Fig. 1: placement by cell class
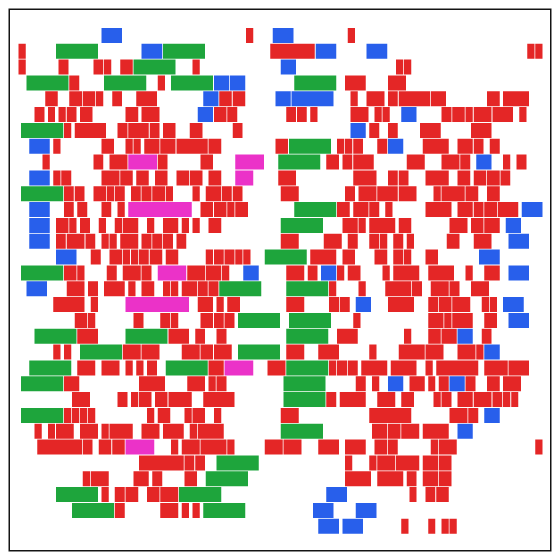
Fig. 2: clock wiring as the flow saved it
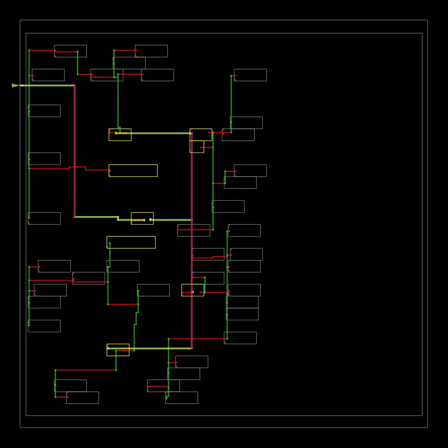
Fig. 3: sequential cells coloured by netlist name
The bar under the picture is 20 um long. Other sequential cells in the stronger grey, the rest of the logic in the fainter grey.
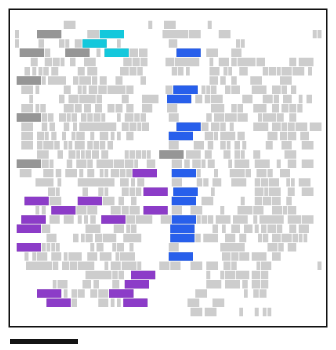
Fig. 4: clock network drawn from the DEF
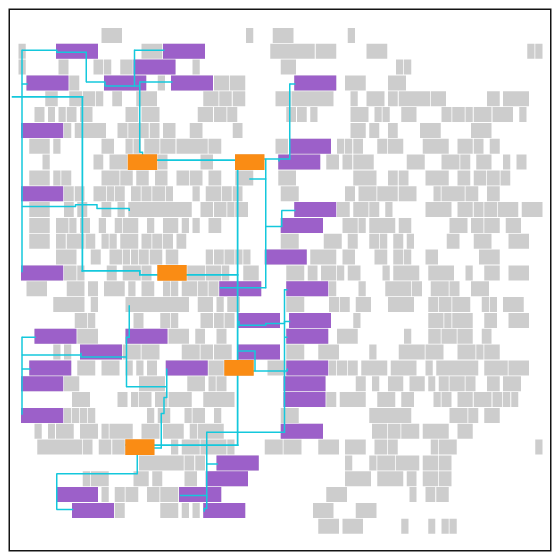
[config.mk]
export PLATFORM = sky130hd
export DESIGN_NAME = pie_tx_encoder
export DESIGN_NICKNAME = d
export VERILOG_FILES = /design/src/rtl/rfid_tx_pkg.sv /design/src/rtl/amp_slew_limiter.sv /design/src/rtl/pie_tx_encoder.sv
export SDC_FILE = /design/constraint.sdc
export NUM_CORES = 1
export LEC_CHECK = 0
export CAP_MARGIN = 25
export CORE_MARGIN = 1
export CORE_UTILIZATION = 44
export DETAILED_ROUTE_END_ITERATION = 16
export PLACE_DENSITY_LB_ADDON = 0.2
export SLEW_MARGIN = 10
export SYNTH_ARGS = -nofsm -noshare
export SYNTH_HDL_FRONTEND = slang
export SYNTH_HIERARCHICAL = 1
export SYNTH_SLANG_ARGS = --single-unit
[constraint.sdc]
create_clock -name clk_i -period 4.8 [get_ports clk_i]
set_input_delay 0.72 -clock clk_i [delete_from_list [all_inputs] [get_ports clk_i]]
set_output_delay 0.72 -clock clk_i [all_outputs]
set_load 0.02 [all_outputs]
[src/rtl/rfid_tx_pkg.sv]
// Shared types and default timing for the RFID reader transmit path.
package rfid_tx_pkg;

   localparam int unsigned AMP_W = 12;
   localparam int unsigned CNT_W = 16;

   localparam int unsigned DEF_DELIM_CLKS = 500;
   localparam int unsigned DEF_TARI_CLKS  = 500;
   localparam int unsigned DEF_PW_CLKS    = 250;
   localparam int unsigned DEF_D1_CLKS    = 875;
   localparam int unsigned DEF_TRCAL_CLKS = 2000;
   localparam int          DEF_AMP_HIGH   = 2047;
   localparam int          DEF_AMP_LOW    = 205;
   localparam int unsigned DEF_RAMP_STEP  = 64;

   typedef enum logic [2:0] {
      ST_IDLE,
      ST_DELIM,
      ST_DATA0,
      ST_RTCAL,
      ST_TRCAL,
      ST_DATA,
      ST_DONE
   } tx_state_e;

endpackage

[src/rtl/amp_slew_limiter.sv]
// Registered amplitude that walks toward a target by at most RAMP_STEP per clock,
// never overshooting, saturated to the signed AMP_W range.
module amp_slew_limiter
   import rfid_tx_pkg::*;
#(
   parameter int unsigned RAMP_STEP = DEF_RAMP_STEP
) (
   input  logic                    clk_i,
   input  logic                    rst_i,
   input  logic signed [AMP_W-1:0] target_i,
   output logic signed [AMP_W-1:0] amp_o
);

   localparam int unsigned EXT_W      = AMP_W + 1;
   // Any step beyond the full-scale span behaves identically, so clamp it into EXT_W.
   localparam int unsigned STEP_CLAMP = (RAMP_STEP > 4095) ? 4095 : RAMP_STEP;
   localparam logic signed [EXT_W-1:0] STEP_S  = EXT_W'(STEP_CLAMP);
   localparam logic signed [EXT_W-1:0] AMP_MAX = EXT_W'((1 << (AMP_W - 1)) - 1);
   localparam logic signed [EXT_W-1:0] AMP_MIN = EXT_W'(-(1 << (AMP_W - 1)));

   logic signed [AMP_W-1:0] r_amp;
   logic signed [EXT_W-1:0] w_amp_x;
   logic signed [EXT_W-1:0] w_tgt_x;
   logic signed [EXT_W-1:0] w_diff;
   logic signed [EXT_W-1:0] w_sum;
   logic signed [EXT_W-1:0] w_next;

   always_comb begin
      w_amp_x = {r_amp[AMP_W-1], r_amp};
      w_tgt_x = {target_i[AMP_W-1], target_i};
      w_diff  = w_tgt_x - w_amp_x;
      if (w_diff > STEP_S) begin
         w_sum = w_amp_x + STEP_S;
      end else if (w_diff < -STEP_S) begin
         w_sum = w_amp_x - STEP_S;
      end else begin
         w_sum = w_tgt_x;
      end
      if (w_sum > AMP_MAX) begin
         w_next = AMP_MAX;
      end else if (w_sum < AMP_MIN) begin
         w_next = AMP_MIN;
      end else begin
         w_next = w_sum;
      end
   end

   always_ff @(posedge clk_i) begin
      if (rst_i) begin
         r_amp <= '0;
      end else begin
         r_amp <= w_next[AMP_W-1:0];
      end
   end

   assign amp_o = r_amp;

endmodule

[src/rtl/pie_tx_encoder.sv]
// PIE (EPC Gen2) reader-to-tag envelope generator: delimiter, data-0, RTcal,
// optional TRcal, then data symbols pulled from a valid/ready bit stream.
module pie_tx_encoder
   import rfid_tx_pkg::*;
#(
   parameter int unsigned DELIM_CLKS = DEF_DELIM_CLKS,
   parameter int unsigned TARI_CLKS  = DEF_TARI_CLKS,
   parameter int unsigned PW_CLKS    = DEF_PW_CLKS,
   parameter int unsigned D1_CLKS    = DEF_D1_CLKS,
   parameter int unsigned TRCAL_CLKS = DEF_TRCAL_CLKS,
   parameter int          AMP_HIGH   = DEF_AMP_HIGH,
   parameter int          AMP_LOW    = DEF_AMP_LOW,
   parameter int unsigned RAMP_STEP  = DEF_RAMP_STEP
) (
   input  logic                    clk_i,
   input  logic                    rst_i,
   input  logic                    cw_en_i,
   input  logic                    start_i,
   input  logic                    preamble_i,
   input  logic                    bit_valid_i,
   input  logic                    bit_i,
   input  logic                    bit_last_i,
   output logic                    bit_ready_o,
   output logic signed [AMP_W-1:0] i_data_o,
   output logic signed [AMP_W-1:0] q_data_o,
   output logic                    tx_busy_o,
   output logic                    tx_done_o,
   output logic                    tx_err_o
);

   // Counter load values are length-1 so a segment ends on the clock the counter reads 0.
   localparam logic [CNT_W-1:0] LD_DELIM = CNT_W'(DELIM_CLKS - 1);
   localparam logic [CNT_W-1:0] LD_D0_HI = CNT_W'(TARI_CLKS - PW_CLKS - 1);
   localparam logic [CNT_W-1:0] LD_D1_HI = CNT_W'(D1_CLKS - PW_CLKS - 1);
   localparam logic [CNT_W-1:0] LD_RT_HI = CNT_W'(TARI_CLKS + D1_CLKS - PW_CLKS - 1);
   localparam logic [CNT_W-1:0] LD_TR_HI = CNT_W'(TRCAL_CLKS - PW_CLKS - 1);
   localparam logic [CNT_W-1:0] LD_LOW   = CNT_W'(PW_CLKS - 1);
   localparam logic signed [AMP_W-1:0] TGT_HIGH = AMP_W'(AMP_HIGH);
   localparam logic signed [AMP_W-1:0] TGT_LOW  = AMP_W'(AMP_LOW);

   tx_state_e        r_state;
   logic             r_low;
   logic [CNT_W-1:0] r_cnt;
   logic             r_last;
   logic             r_pre;
   logic             r_bit_ready;
   logic             r_busy;
   logic             r_done;
   logic             r_err;

   tx_state_e               w_state_nxt;
   logic                    w_low_nxt;
   logic [CNT_W-1:0]        w_cnt_nxt;
   logic                    w_last_nxt;
   logic                    w_pre_nxt;
   logic                    w_take_bit;
   logic                    w_underrun;
   logic                    w_ready_nxt;
   logic                    w_seg_end;
   logic signed [AMP_W-1:0] w_target;

   assign w_seg_end = (r_cnt == '0);

   always_comb begin
      w_state_nxt = r_state;
      w_low_nxt   = r_low;
      w_cnt_nxt   = r_cnt - CNT_W'(1);
      w_last_nxt  = r_last;
      w_pre_nxt   = r_pre;
      w_take_bit  = 1'b0;
      w_underrun  = 1'b0;
      unique case (r_state)
         ST_IDLE: begin
            w_cnt_nxt = '0;
            if (start_i) begin
               w_state_nxt = ST_DELIM;
               w_low_nxt   = 1'b1;
               w_cnt_nxt   = LD_DELIM;
               w_pre_nxt   = preamble_i;
               w_last_nxt  = 1'b0;
            end
         end
         ST_DELIM: begin
            if (w_seg_end) begin
               w_state_nxt = ST_DATA0;
               w_low_nxt   = 1'b0;
               w_cnt_nxt   = LD_D0_HI;
            end
         end
         ST_DATA0, ST_RTCAL, ST_TRCAL, ST_DATA: begin
            if (w_seg_end && !r_low) begin
               w_low_nxt = 1'b1;
               w_cnt_nxt = LD_LOW;
            end else if (w_seg_end) begin
               if (r_state == ST_DATA0) begin
                  w_state_nxt = ST_RTCAL;
                  w_low_nxt   = 1'b0;
                  w_cnt_nxt   = LD_RT_HI;
               end else if (r_state == ST_RTCAL && r_pre) begin
                  w_state_nxt = ST_TRCAL;
                  w_low_nxt   = 1'b0;
                  w_cnt_nxt   = LD_TR_HI;
               end else if (r_state == ST_DATA && r_last) begin
                  w_state_nxt = ST_DONE;
                  w_cnt_nxt   = '0;
               end else begin
                  w_take_bit = 1'b1;
               end
            end
         end
         ST_DONE: begin
            w_state_nxt = ST_IDLE;
            w_cnt_nxt   = '0;
         end
         default: begin
            w_state_nxt = ST_IDLE;
            w_cnt_nxt   = '0;
         end
      endcase
      // Bit handshake: the accepted bit picks the next symbol length.
      if (w_take_bit) begin
         if (bit_valid_i) begin
            w_state_nxt = ST_DATA;
            w_low_nxt   = 1'b0;
            w_last_nxt  = bit_last_i;
            w_cnt_nxt   = bit_i ? LD_D1_HI : LD_D0_HI;
         end else begin
            w_state_nxt = ST_IDLE;
            w_cnt_nxt   = '0;
            w_underrun  = 1'b1;
         end
      end
      w_ready_nxt = w_low_nxt && (w_cnt_nxt == '0) &&
                    (((w_state_nxt == ST_RTCAL) && !w_pre_nxt) ||
                     (w_state_nxt == ST_TRCAL) ||
                     ((w_state_nxt == ST_DATA) && !w_last_nxt));
   end

   always_comb begin
      w_target = '0;
      case (r_state)
         ST_IDLE, ST_DONE: w_target = cw_en_i ? TGT_HIGH : '0;
         ST_DELIM:         w_target = TGT_LOW;
         default:          w_target = r_low ? TGT_LOW : TGT_HIGH;
      endcase
   end

   always_ff @(posedge clk_i) begin
      if (rst_i) begin
         r_state     <= ST_IDLE;
         r_low       <= 1'b0;
         r_cnt       <= '0;
         r_last      <= 1'b0;
         r_pre       <= 1'b0;
         r_bit_ready <= 1'b0;
         r_busy      <= 1'b0;
         r_done      <= 1'b0;
         r_err       <= 1'b0;
      end else begin
         r_state     <= w_state_nxt;
         r_low       <= w_low_nxt;
         r_cnt       <= w_cnt_nxt;
         r_last      <= w_last_nxt;
         r_pre       <= w_pre_nxt;
         r_bit_ready <= w_ready_nxt;
         r_busy      <= (w_state_nxt != ST_IDLE);
         r_done      <= (w_state_nxt == ST_DONE);
         r_err       <= w_underrun;
      end
   end

   amp_slew_limiter #(
      .RAMP_STEP (RAMP_STEP)
   ) u_slew (
      .clk_i    (clk_i),
      .rst_i    (rst_i),
      .target_i (w_target),
      .amp_o    (i_data_o)
   );

   assign q_data_o    = '0;
   assign bit_ready_o = r_bit_ready;
   assign tx_busy_o   = r_busy;
   assign tx_done_o   = r_done;
   assign tx_err_o    = r_err;

endmodule

==> flow_summary_export.csv <==
group,metric,value,unit
finish,layout_top_cell_excl_fill_tap,"dfxtp_1",
grt,global_route_wire_length_before_repair,15730,um
floorplanning,chip_area,8605,um^2
worst_setup_path,critPathBufInv,2,
route,drt-met1-wl,4063,um
route,ant_nets,0,
finish,inverters,28,
floorplanning,floorplan_core_density,46.19,%
sta,hold_violations,0,
route,detailedRoute.firstIterationViolations,149,
floorplanning,die_h,92.77,um
route,route.met3.wl,409,um
finish,filler_cell_count_in_the_final_layout,801,
hold_path,hold_path_class,"register to register",
finish,layout-area-overhead-vs-synth,14.53,%
worst_setup_path,worst_setup_path_startpoint,"r_state[1]",
clock_tree,cts_repair_resize_count,0,
clock_tree,cts_max_path_buffers,2,
synth,synth-edff-count,0,
finish,multi_input_comb_area,2620,um^2
synth,aoi_share,27.37,%
sta,post-route-worst-setup-slack,0.3440,ns
synth,yosysWarningCount,6,
place,numPortBuffers,23,
route,route.vias.total,3512,
power,design_power_total,2497,uW
sta,finalSetupViolCount,0,
grt,grtUsageMet1,27.41,%
finish,nMultiInputCombCells,390,
synth,simple_gate_area_share,29.72,%
clock_tree,tritoncts_clock_tree,"built",
finish,layout.cells.non_filler,610,
worst_setup_path,worst_r2r_path_depth,16,
clock_tree,post_cts_hold_fix_bufs,0,
worst_setup_path,crit_path_start_kind,"register",
hold_path,min_delay_path_depth,2,
synth,yosys_cell_count,474,
power,swShare,46.98,%
route,wl,9259,um
power,p_leak,0.001600,uW
grt,grt_util_all_layers,22.53,%
status,status,"finished, final reports clean",
sta,slew-limit-headroom,46.65,%
synth,async_flop_share,0,%
synth,yosysTopAreaCell,"dfxtp_1",
worst_setup_path,cp.depth,16,
worst_setup_path,crit_reg_reg_startpoint,"r_state[1]",
sta,tns,0,ns
synth,ys_sh_mux,3.107,%
route,routed_wire_length_per_instance,15.18,um
worst_setup_path,path_common_cell,"or3_4",
grt,remaining_global_route_overflow,0,
floorplanning,io_pins,36,
power,power_frac_comb,68.7,%
worst_setup_path,worst_ep_arrival_time,4.63,ns
finish,biggestCellCategory,"logic gates",
flow_run,maxCapViolCount,0,
power,pwr-share-seq,18.2,%
route,drt_drc_violations_left,0,
sta,fmax,224.4,MHz
place,post_placement_worst_setup_slack,0.1128,ns
synth,yosys.area_share.xor_xnor,4.349,%
route,dr_vias_cell,5.757,
finish,num-nets-final,532,
grt,gr-usage-met3,3.038,%
power,power.combinational.total,1710,uW
synth,yosys_area,3625,um^2
sta,unrepaired_setup_endpoints_after_global_routing,"no",
sta,tcrit_tclk_final,92.83,%
grt,peak_usage_layer_in_the_global_routing_report,"met2",
finish,signal_buffers,44,
clock_tree,root_buffer,"clkbuf_8",
route,top_signal_layer_used,"met4",
grt,groute.layer.met2.usage,40.75,%
power,p_per_area,601.4,nW/um^2
power,power_report.internal_total,1324,uW
worst_setup_path,worstPathMaxFanout,12,
sta,timing_max_transition_violations_final,0,
power,switchingPower,1173,uW
finish,most_frequently_placed_logic_cells_in_the_final_layout,"dfxtp_1 (38), a21oi_1 (36), nor2_1 (36)",
place,detailed_place.area,4014,um^2
finish,combinational_share_of_cell_area,63.11,%
clock_tree,clkSlewWorstSetupHoldPaths,0.08,ns
worst_setup_path,r2r_setup_slack,0.34,ns
power,irDropWorstVdd,195.6,uV
clock_tree,postCtsSetupRepairBufs,0,
synth,synth.top_cells.by_area,"dfxtp_1 (21%), ha_1 (5.5%), a21oi_1 (5.0%)",
worst_setup_path,cp_slowest_stage_delay,0.42,ns
synth,syn_avg_cell_area,7.647,um^2
synth,mappedNetlistArea,3625,um^2
sta,fin_hold_ws,0.5329,ns
finish,registers.top_by_ff_count,"r_cnt",
finish,largest_reg_flops,16,
power,maxPowerGroup,"combinational cells",
synth,ys_seq_share,20.99,%
synth,synth-main-ff-cell,"dfxtp_1",
flow_run,number_of_logged_tool_warnings,28,
finish,clockNetworkAreaShare,3.315,%
sta,worst_pin_slew,0.7942,ns
place,dpl.hpwl,7251,um
clock_tree,cts.htree.levels,2,
grt,number_of_global_route_vias_before_repair,3317,
route,met2_length,4646,um
worst_setup_path,setup.worst_path.end,"u_slew/amp_o[7]",
grt,grt_max_degree,23,
worst_setup_path,r2r_end,"u_slew/amp_o[7]",
route,drt_pass1_iterations,4,
worst_setup_path,worst_path_max_delay_cell,"nor2b_1",
place,place.gp.congestion,0.9327,
floorplanning,die.size.x,92.77,um
place,dp_cells,602,
synth,syn_inst,474,
worst_setup_path,critical_path.endpoint_type,"register",
worst_setup_path,timing_worst_setup_path_type,"register to register",
synth,synth-seq-cells,38,
synth,synthTopLogicFamily,"simple AND/OR/NAND/NOR gates",
sta,final.min_clock_period,4.456,ns
synth,top_cell_area_share,20.99,%
synth,synthDistinctLibCells,77,
floorplanning,tap-cell-count,102,
synth,synth.cells.most_frequent,"dfxtp_1 (38), a21oi_1 (36), nor2_1 (36)",
hold_path,hp-start,"r_cnt[15]",
finish,post_route_cells_drive_above_1_share,13.78,%
power,sequentialPower,453,uW
Back to the opening pictures, Fig. 1:
clock drivers and dummy loads -> magenta  # cells 8, share of their area 3.4%
remaining logic cells -> red  # cells 418, share of their area 68%
remaining buffers and delay cells -> blue  # cells 44, share of their area 10%
registers -> green  # cells 38, share of their area 19%
post-route standard cell area excluding fillers: 4151 um^2
row cnt: 32
sequential cell area share: 18.32%
core area: 7848 um^2
utilization after layout: 52.90%

Back to the opening pictures, Fig. 2:
reported clock group power: 329 uW
Skew-Pair Late Insertion Delay: 0.30 ns
final-layout clock buffer total: 5
TritonCTS sink count: 38
layout sequential cell count: 38

Back to the opening pictures, Fig. 3:
`u_slew/amp_o` -> blue  # sequential cells 12
`r_state` -> cyan  # sequential cells 3
`r_cnt` -> purple  # sequential cells 16

Back to the opening pictures, Fig. 4:
flip-flops -> purple  # count 38
clock-net drivers -> orange  # count 5
clock wires -> cyan  # length 523 um
routed clock nets = 6
fraction of power consumed by the clock network: 13.2%
Worst Clk Skew: 0.01205 ns

Power and IR drop assume default switching activity.
